Design uart_rx_flat, sky130hd; sources not shown.
Fig. 1: run 1, clock network drawn from the DEF
(3 px per um)
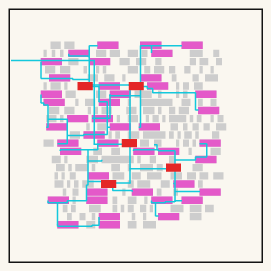
[clock-net drivers] red | count: 5
[flip-flops] magenta | count: 43
[clock wires] cyan | length: 522 um
routed clock nets	6
clock group total power: 396 uW
clk_lat worst skew: 0.30 ns
clock group share of total power: 0.447
clock skew after layout: 0.00541 ns

Fig. 2: run 1, PDN straps and rails
(4 px per um) Pins as bars on the die edge.
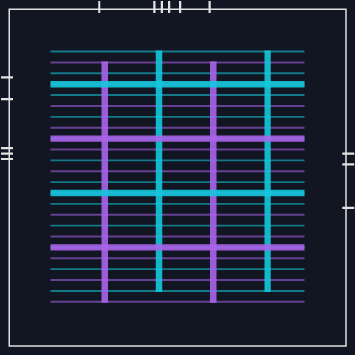
net	colour
VSS	purple
VDD	cyan
met4 straps	4
rows	23
met5 straps	4
signal pins	14
width of the chip: 83.8 um
area of the core: 3970 sq um
worst supply voltage drop on vdd: 276 uV
overall die height: 83.8 um

Fig. 3: run 1, selected gate families
(3 px per um)
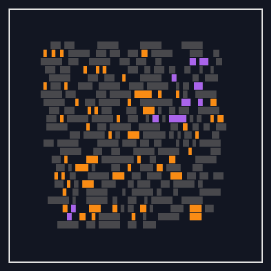
family	colour	cells
aoi and oai cells	purple	10
nor cells	orange	52
fraction of area in multi-input gates: 0.453
dominant logic cell type in the layout: dfxtp_1
Final Non-Filler Cells: 265

==> notes.md, run 1 <==
The flow ran to the end, and the final reports show no timing, DRC or antenna violations. Counting tap cells, the placed design contains a total of 257 instances. For the completed layout, the total cell area is recorded as 2240 sq um. For the setup slack after layout, the log shows 1.31 ns. The run gives 0.135 for the fraction of final layout cells with drive strength greater than 1. The post-synthesis sequential element count is 43.

The mux share of post-synthesis cell area was 0.0870; the clock-pin slew on the worst setup and hold paths was 0.08 ns. Ranked by total cell area, the synthesized netlist is headed by dfxtp_1 (44%), mux2i_1 (8.7%), nor2_1 (6.0%), nor2_4 (5.2%), xnor2_1 (3.6%). After layout, the clock buffer instance count stands at 5. The number of max-cap violations came out at 0. The timing report lists the critical path depth as 4 cells. Pin count of the biggest net entering global routing: 32.

The number of port buffers is 13. TritonRoute reported its final design rule violation total as 0. The number of clock sinks came to 43. With the antenna violation net count after detailed routing at 0, the number of nets produced by synthesis is 208. Summed over all layers, the global routing overflow is 0. Setup repair after global routing left no endpoint under its margin. Detailed-route iteration 0 reported a violation count of 79. After synthesis, the largest family of logic cells by area is simple AND/OR/NAND/NOR gates.

The final layout report lists a non-clock inverter count of 8. Worst slack on hold paths: 0.424 ns. The synthesized cell area is 1960 sq um. The biggest power consumer among the groups was sequential cells.

Across all layers, the routed design uses 1,422 vias. With the global-route track usage on met1 at 0.139, the highest fanout seen on the critical path is 31. The script extracted a net switching power of 188 uW. Worst hold-check path type: flop to flop.

Fraction of area in registers: 0.384. The largest stage delay on the critical path came out at 1.02 ns. Area share of and/or/nand/nor cells after synthesis: 0.294.

The commonest register cell after synthesis was dfxtp_1. Once the clock tree was built, the setup fixing pass inserted 0 buffers. Across all register-to-register paths, the minimum setup slack is 1.40 ns. Flip-flop count of the largest register after layout: 16. The area-dominant cell class after layout is multi-input combinational cells. The worst hold path depth works out to 1.

The tools report the count of instantiated cells in the yosys netlist as 200. The headroom to the max-slew limit is 0.270. The slowest stage cell on the critical path was or4_1. CTS placed an instance of clkbuf_8 at the clock tree root. In this run the deepest clock path goes through 2 buffers.

The global-route total usage across every layer is 0.124. The part of the power in registers was 0.491. The via density per instance came out at 5.37. The synthesized instance count is 200. After detailed routing, the met3 layer carries 155 um of wire. The run gives 0 for the share of async-settable or async-resettable flops after synthesis. The top routing layer in use is met4. The run gives 0.212 for the switching share of power. With the share of the cycle needed by the critical path after routing at 0.677, the level count of the clock H-tree is 2.

The combinational group share of total power came out at 0.063. Counting plain and timing-repair buffers in the layout gives 14. Per the TritonCTS log, the buffer count is 5.

The worst register-to-register path depth is 5. After layout, the minimum clock period comes to 2.74 ns. Non-clock buffering overhead in the final layout: 0.0614. The critical path data required time is 4.26 ns. Post-layout net count: 222. Clock network area share: 0.0608. The critical path launch point type was an input port. Hold repair after CTS inserted 0 buffers. The multi-input combinational cells in the finished layout cover a total of 1010 sq um. Yosys printed 0 warnings. Type of the worst setup path: input port to flop. Cell-internal power: 698 uW. Wires add up to 4150 um. The timing report notes that buffer and inverter cells on the critical path total 2. Per report_power, the Sequential row totals 435 uW.

Number of antenna violations at the first check in global routing: 0. The total I/O pin count was 14. The final hold violation count recorded for this run is 0. After its last routability iteration, the placer logged a weighted congestion of 0.817. Across the placement rows, the number of tap cells is 50. TritonCTS built the clock tree. The tools report the core utilization of the finished layout as 0.565. The logs give 0.213 for the met2 usage in global routing and 444 for the count of fill cells added during filler insertion. Core utilization before placement: 0.492. The antenna diode count was 0. Category of the worst setup path capture point: a flop.

Summing all flip-flop and latch instances after layout gives 861 sq um. The run gives 0 for the number of pins with negative max-slew slack in the final report. The slew at the pin closest to its max-slew limit is 1.10 ns, and the post-place instance area is 2110 sq um. The run gives 0.440 for the sequential fraction of the synthesis area.

In the layout the commonest cells are dfxtp_1 (43), nor2_1 (31), mux2i_1 (17). Before CTS, the worst setup slack after placement is 0.987 ns. The portion of synthesized cell area occupied by the leading cell type is 0.440, and the length of routed met2 wiring is 2080 um. The number of multi-input logic gates is 142. With the per-cell routed wire length at 15.6 um, the number of search-and-repair iterations in the first detailed-routing pass is 3. The met3 usage in global routing was 0.0391. The stage logs contain a warning count of 28. The netlist uses 38 different library cells. The run gives 0.0473 for the area fraction in compound gates after synthesis.

The cell sequence reported for the critical path is clkdlybuf4s50_1 > buf_4 > or4_1 > a21oi_1. Post-CTS repair ended up resizing 0 cells. The run gives 0 ns for the setup TNS after final layout. Of all cell types, the one taking the most synthesized area is dfxtp_1. In the per-layer summary, the met1 wirelength comes to 1850 um. The synthesized design contains 0 enable-type register cells. Post-synthesis, Yosys gives the total cell area as 1960 sq um. The run gives 0.000703 uW for the leakage dissipation. The first-pass GRT wire length came out at 7300 um. With the area fraction in xor and xnor cells at 0.0582, the adder and majority cell fraction of the synthesized area is 0.0320.

The layout sequential cell count was 43. The tools report the endpoint arrival time on the critical path as 2.95 ns. The cell family contributing the most delay on the critical path is simple AND/OR/NAND/NOR gates. The power density of the placed cells came out at 395 nW/um^2. With the number of global-route vias before repair at 1,567, the total die size is 7030 sq um.
[run 1: synthesized netlist by cell type (2+ instances only)]
| cell type | number |
|---|---|
| dfxtp_1 | 43 |
| nor2_1 | 31 |
| mux2i_1 | 17 |
| nand2_1 | 10 |
| nand3_1 | 9 |
| nor2_4 | 9 |
| inv_1 | 8 |
| xnor2_1 | 8 |
| clkbuf_1 | 5 |
| ha_1 | 5 |
| nand2b_1 | 5 |
| xor2_1 | 5 |
| or2_2 | 4 |
| or3_1 | 4 |
| and4_1 | 3 |
| nand4_1 | 3 |
| nor2b_1 | 3 |
| nor3_1 | 3 |
| a21oi_1 | 2 |
| nor2_2 | 2 |
| nor4_1 | 2 |
| o21ai_0 | 2 |
| o32ai_1 | 2 |
==> run 1 -> run 2 <==
--- a/config.mk
+++ b/config.mk
@@ -9,7 +9,7 @@
 export CELL_PAD_IN_SITES_DETAIL_PLACEMENT = 1
 export CELL_PAD_IN_SITES_GLOBAL_PLACEMENT = 1
 export CORE_MARGIN = 10
-export CORE_UTILIZATION = 48
+export CORE_UTILIZATION = 45
 export DETAILED_ROUTE_END_ITERATION = 7
 export GPL_TIMING_DRIVEN = 1
 export PLACE_DENSITY_LB_ADDON = 0.1
==> constraint.sdc (replaced) <==
create_clock -name i_CLK_50M -period 2.8 [get_ports i_CLK_50M]
set_input_delay 0.7 -clock i_CLK_50M [delete_from_list [all_inputs] [get_ports i_CLK_50M]]
set_output_delay 0.7 -clock i_CLK_50M [all_outputs]
set_load 0.01 [all_outputs]
Fig. 4: run 2, clock network drawn from the DEF
(3 px per um)
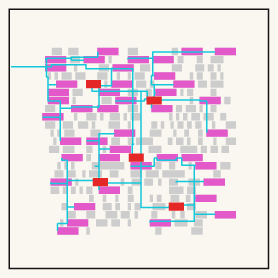
[clock wires] cyan | length: 525 um
[flip-flops] magenta | count: 43
[clock-net drivers] red | count: 5
routed clock nets	6
clock group total power: 479 uW
clock group share of total power: 0.403
clock skew after layout: 0.00347 ns

Fig. 5: run 2, PDN straps and rails
(4 px per um) Pins as bars on the die edge.
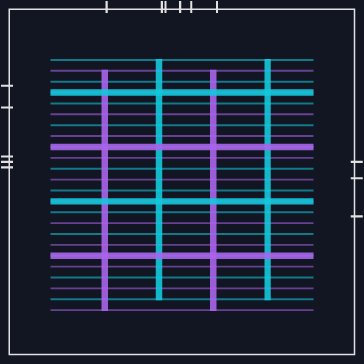
net	colour
VDD	cyan
VSS	purple
met4 straps	4
met5 straps	4
met1 rails	24
signal pins	14
area of the core: 4120 sq um
width of the chip: 85.9 um
overall die height: 85.9 um

==> run 2 against run 1 <==
Against the previous run:
- critical path depth is 2 lower
- global-route usage fell by 0.69 points
- worst setup slack got worse by 0.75 ns
- total power is 34% higher
- utilization shrank 2.4 points
- non-clock buffer count grew 1
- clock skew down 0.0019 ns
- sequential power increased by 45%
- wire length is 0.65% lower
- worst hold slack lost 0.0060 ns
- final cell count up 0.38%
- first-iteration DRC count is 35% lower
- critical path type is now flop to output pin
- largest cell class unchanged
- largest power group unchanged
==> notes.md, run 2 <==
The run gives 0 (unchanged) for the count of warnings emitted by yosys. The cell family with the largest share of critical-path delay was buffers and inverters (was simple AND/OR/NAND/NOR gates). The run gives 2 (unchanged) for the clock tree buffer depth.

The slew at the pin closest to its max-slew limit is 0.540 ns (was 1.10 ns), and the global-route total usage across every layer is 0.117 (was 0.124). For the number of clock sinks, the log shows 43 (unchanged). With the setup TNS after final layout at 0 ns (unchanged), the synthesized cell area is 1960 sq um (unchanged). Root cell of the clock tree: clkbuf_8 (unchanged).

The mux share of post-synthesis cell area is 0.0870 (unchanged), and the number of port buffers is 13 (unchanged). Via density per instance: 5.32 (was 5.37). The run gives 38 (unchanged) for the number of distinct standard cells referenced by the synthesized netlist. The worst hold-check path type was flop to flop (unchanged). The tools report the maximum VDD drop as 288 uV (was 276 uV).

Total congestion overflow: 0 (unchanged). The run gives 208 (unchanged) as the number of nets produced by synthesis. With the reported net switching power at 267 uW (was 188 uW), the share of async-settable or async-resettable flops after synthesis is 0 (unchanged). The initial DRC count was 51 (was 79); the final instance area was 2230 sq um (was 2240 sq um).

The per-cell routed wire length is 15.5 um (was 15.6 um), and the power drawn by the sequential cells is 629 uW (was 435 uW). The biggest power consumer among the groups was sequential cells (unchanged). The insertion delay at the late pin of the worst-skew pair is 0.30 ns (about the same), and the highest fanout seen on the critical path is 12 (was 31).

The clock-pin slew on the worst setup and hold paths is 0.08 ns (about the same). The leakage dissipation was 0.000701 uW (was 0.000703 uW). The most repeated cell in the gate-level netlist after synthesis is dfxtp_1 (unchanged). The logs give 0.530 (was 0.491) for the part of the power in registers and 0.541 (was 0.565) for the core utilization of the finished layout. The run gives 0.823 (was 0.817) as the global placer's final weighted congestion. The sequential fraction of the synthesis area came out at 0.440 (unchanged).

The area fraction in xor and xnor cells is 0.0582 (unchanged), and the number of search-and-repair iterations in the first detailed-routing pass is 4 (was 3). The total wire length was 4120 um (was 4150 um). For the level count of the clock H-tree, the log shows 2 (unchanged). For the post-synthesis chip area from yosys, the log shows 1960 sq um (unchanged). The type of the worst setup path was flop to output pin (was input port to flop). The power density of the placed cells was 533 nW/um^2 (was 395 nW/um^2). The flow ran to the end, and the final reports show no timing, DRC or antenna violations.

The combinational group share of total power was 0.067 (was 0.063). The count of instantiated cells in the yosys netlist is 200 (unchanged), and the endpoint arrival time on the critical path is 1.54 ns (was 2.95 ns). The slowest stage cell on the critical path was clkdlybuf4s50_1 (was or4_1).

For the antenna diode count, the log shows 0 (unchanged). Number of OpenROAD warnings: 28 (unchanged). Dominant cells by area after synthesis: dfxtp_1 (44%), mux2i_1 (8.7%), nor2_1 (6.0%), nor2_4 (5.2%), xnor2_1 (3.6%) (unchanged). The tools report the number of pins with negative max-slew slack in the final report as 0 (unchanged). The category of the worst setup path capture point is an output pin (was a flop).

The tools report the number of CTS-inserted buffers as 5 (unchanged). Worst slack after detailed placement: 0.638 ns (was 0.987 ns). The count of cells along the worst register-to-register path is 8 (was 5), and the adder and majority cell fraction of the synthesized area is 0.0320 (unchanged). The tools report the critical path launch point type as a flop (was an input port).

Switching share of power: 0.225 (was 0.212). The cell depth of the worst setup path is 2 (was 4). The tools report the number of max-cap violations as 0 (unchanged). With the post-synthesis sequential element count at 43 (unchanged), the share of the cycle needed by the critical path after routing is 0.801. The area fraction in compound gates after synthesis works out to 0.0473 (unchanged). The pin count of the biggest net entering global routing was 31 (was 32); the final tally of hold violations was 0 (unchanged). The run gives 200 (unchanged) for the number of instances in the synthesized netlist. The worst hold path depth came out at 1 (unchanged). Cell types with the highest counts after synthesis: dfxtp_1 (43), nor2_1 (31), mux2i_1 (17) (unchanged).

The leading area contributor after synthesis is dfxtp_1 (unchanged). With the headroom to the max-slew limit at 0.639 (was 0.270), the storage element area is 861 sq um (unchanged). Setup repair after global routing left no endpoint under its margin.

The first-pass GRT wire length was 7040 um (was 7300 um). The number of buffers inserted by post-CTS setup repair is 0 (unchanged), and the critical path data required time is 2.10 ns (was 4.26 ns). The run gives 1,462 (was 1,567) for the number of global-route vias before repair.

The tools report the total via count after detailed routing as 1,414 (was 1,422). The detailed-route DRC error count was 0 (unchanged). The setup slack after layout is 0.558 ns (was 1.31 ns), and the shortest period the worst path allows is 2.24 ns.

The tools report the footprint of the multi-input gates as 1010 sq um (unchanged). The fraction of final layout cells with drive strength greater than 1 came out at 0.139 (was 0.135). Largest combinational cell category by area: simple AND/OR/NAND/NOR gates (unchanged). The antenna violation net count after detailed routing is 0 (unchanged), and the post-place instance area is 2110 sq um (about the same). The commonest register cell after synthesis is dfxtp_1 (unchanged). Critical path buffer and inverter count: 1 (was 2).

The largest stage delay on the critical path is 0.48 ns (was 1.02 ns). With the area share of and/or/nand/nor cells after synthesis at 0.294 (unchanged), the core utilization before placement is 0.475 (was 0.492). The tools report the total I/O pin count as 14 (unchanged).

With the post-layout net count at 223 (was 222), the flop-to-flop setup slack is 0.62 ns (was 1.40 ns). The run gives 7380 sq um (was 7030 sq um) for the total die size. Critical-path cell list: or3_1 > clkdlybuf4s50_1 (was clkdlybuf4s50_1 > buf_4 > or4_1 > a21oi_1).

Highest-count cells in the layout ignoring fill and taps: dfxtp_1 (43), nor2_1 (31), mux2i_1 (17) (unchanged). TritonCTS built the clock tree. The logs give 476 (was 444) for the count of fill cells added during filler insertion and 0 (unchanged) for the number of buffers added to fix hold violations after cts. The post-synth tally of flip-flops with integrated enable is 0 (unchanged). The flip-flop count of the largest register after layout was 16 (unchanged).

The cell-internal power was 920 uW (was 698 uW). The number of antenna violations at the first check in global routing was 0 (unchanged). The portion of synthesized cell area occupied by the leading cell type was 0.440 (unchanged); the number of gates resized after cts was 0 (unchanged).
run 2: cell counts after synthesis:
No cell type changed its count.
run 2: stage by stage:
step | hold WS, ns | std cells
finish | 0.418 | 266
floorplan | 0.389 | 200
CTS | 0.425 | 266
detailed placement | 0.404 | 258
global placement | 0.401 | 258
global route | 0.457 | 266
run 2: layout make-up:
type                            instances  share of cell area
Multi-Input combinational cell        142               0.456
Sequential cell                        43               0.387
Timing Repair Buffer                   15              0.0652
Clock buffer                            5              0.0309
Tap cell                               50              0.0281
Clock inverter                          3              0.0197
Inverter                                8              0.0135
run 2: routing by layer:
metal,part of all wire,routed length [um],vias to the layer above,GRT usage
li1,-,-,714,-
met1,0.46,1880,675,0.133
met2,0.48,1990,17,0.193
met3,0.042,173,8,0.0397
met4,0.021,85,0,0.0509
met5,0,0,-,0
No activity file was given, so power comes from the tool's default toggle rates.
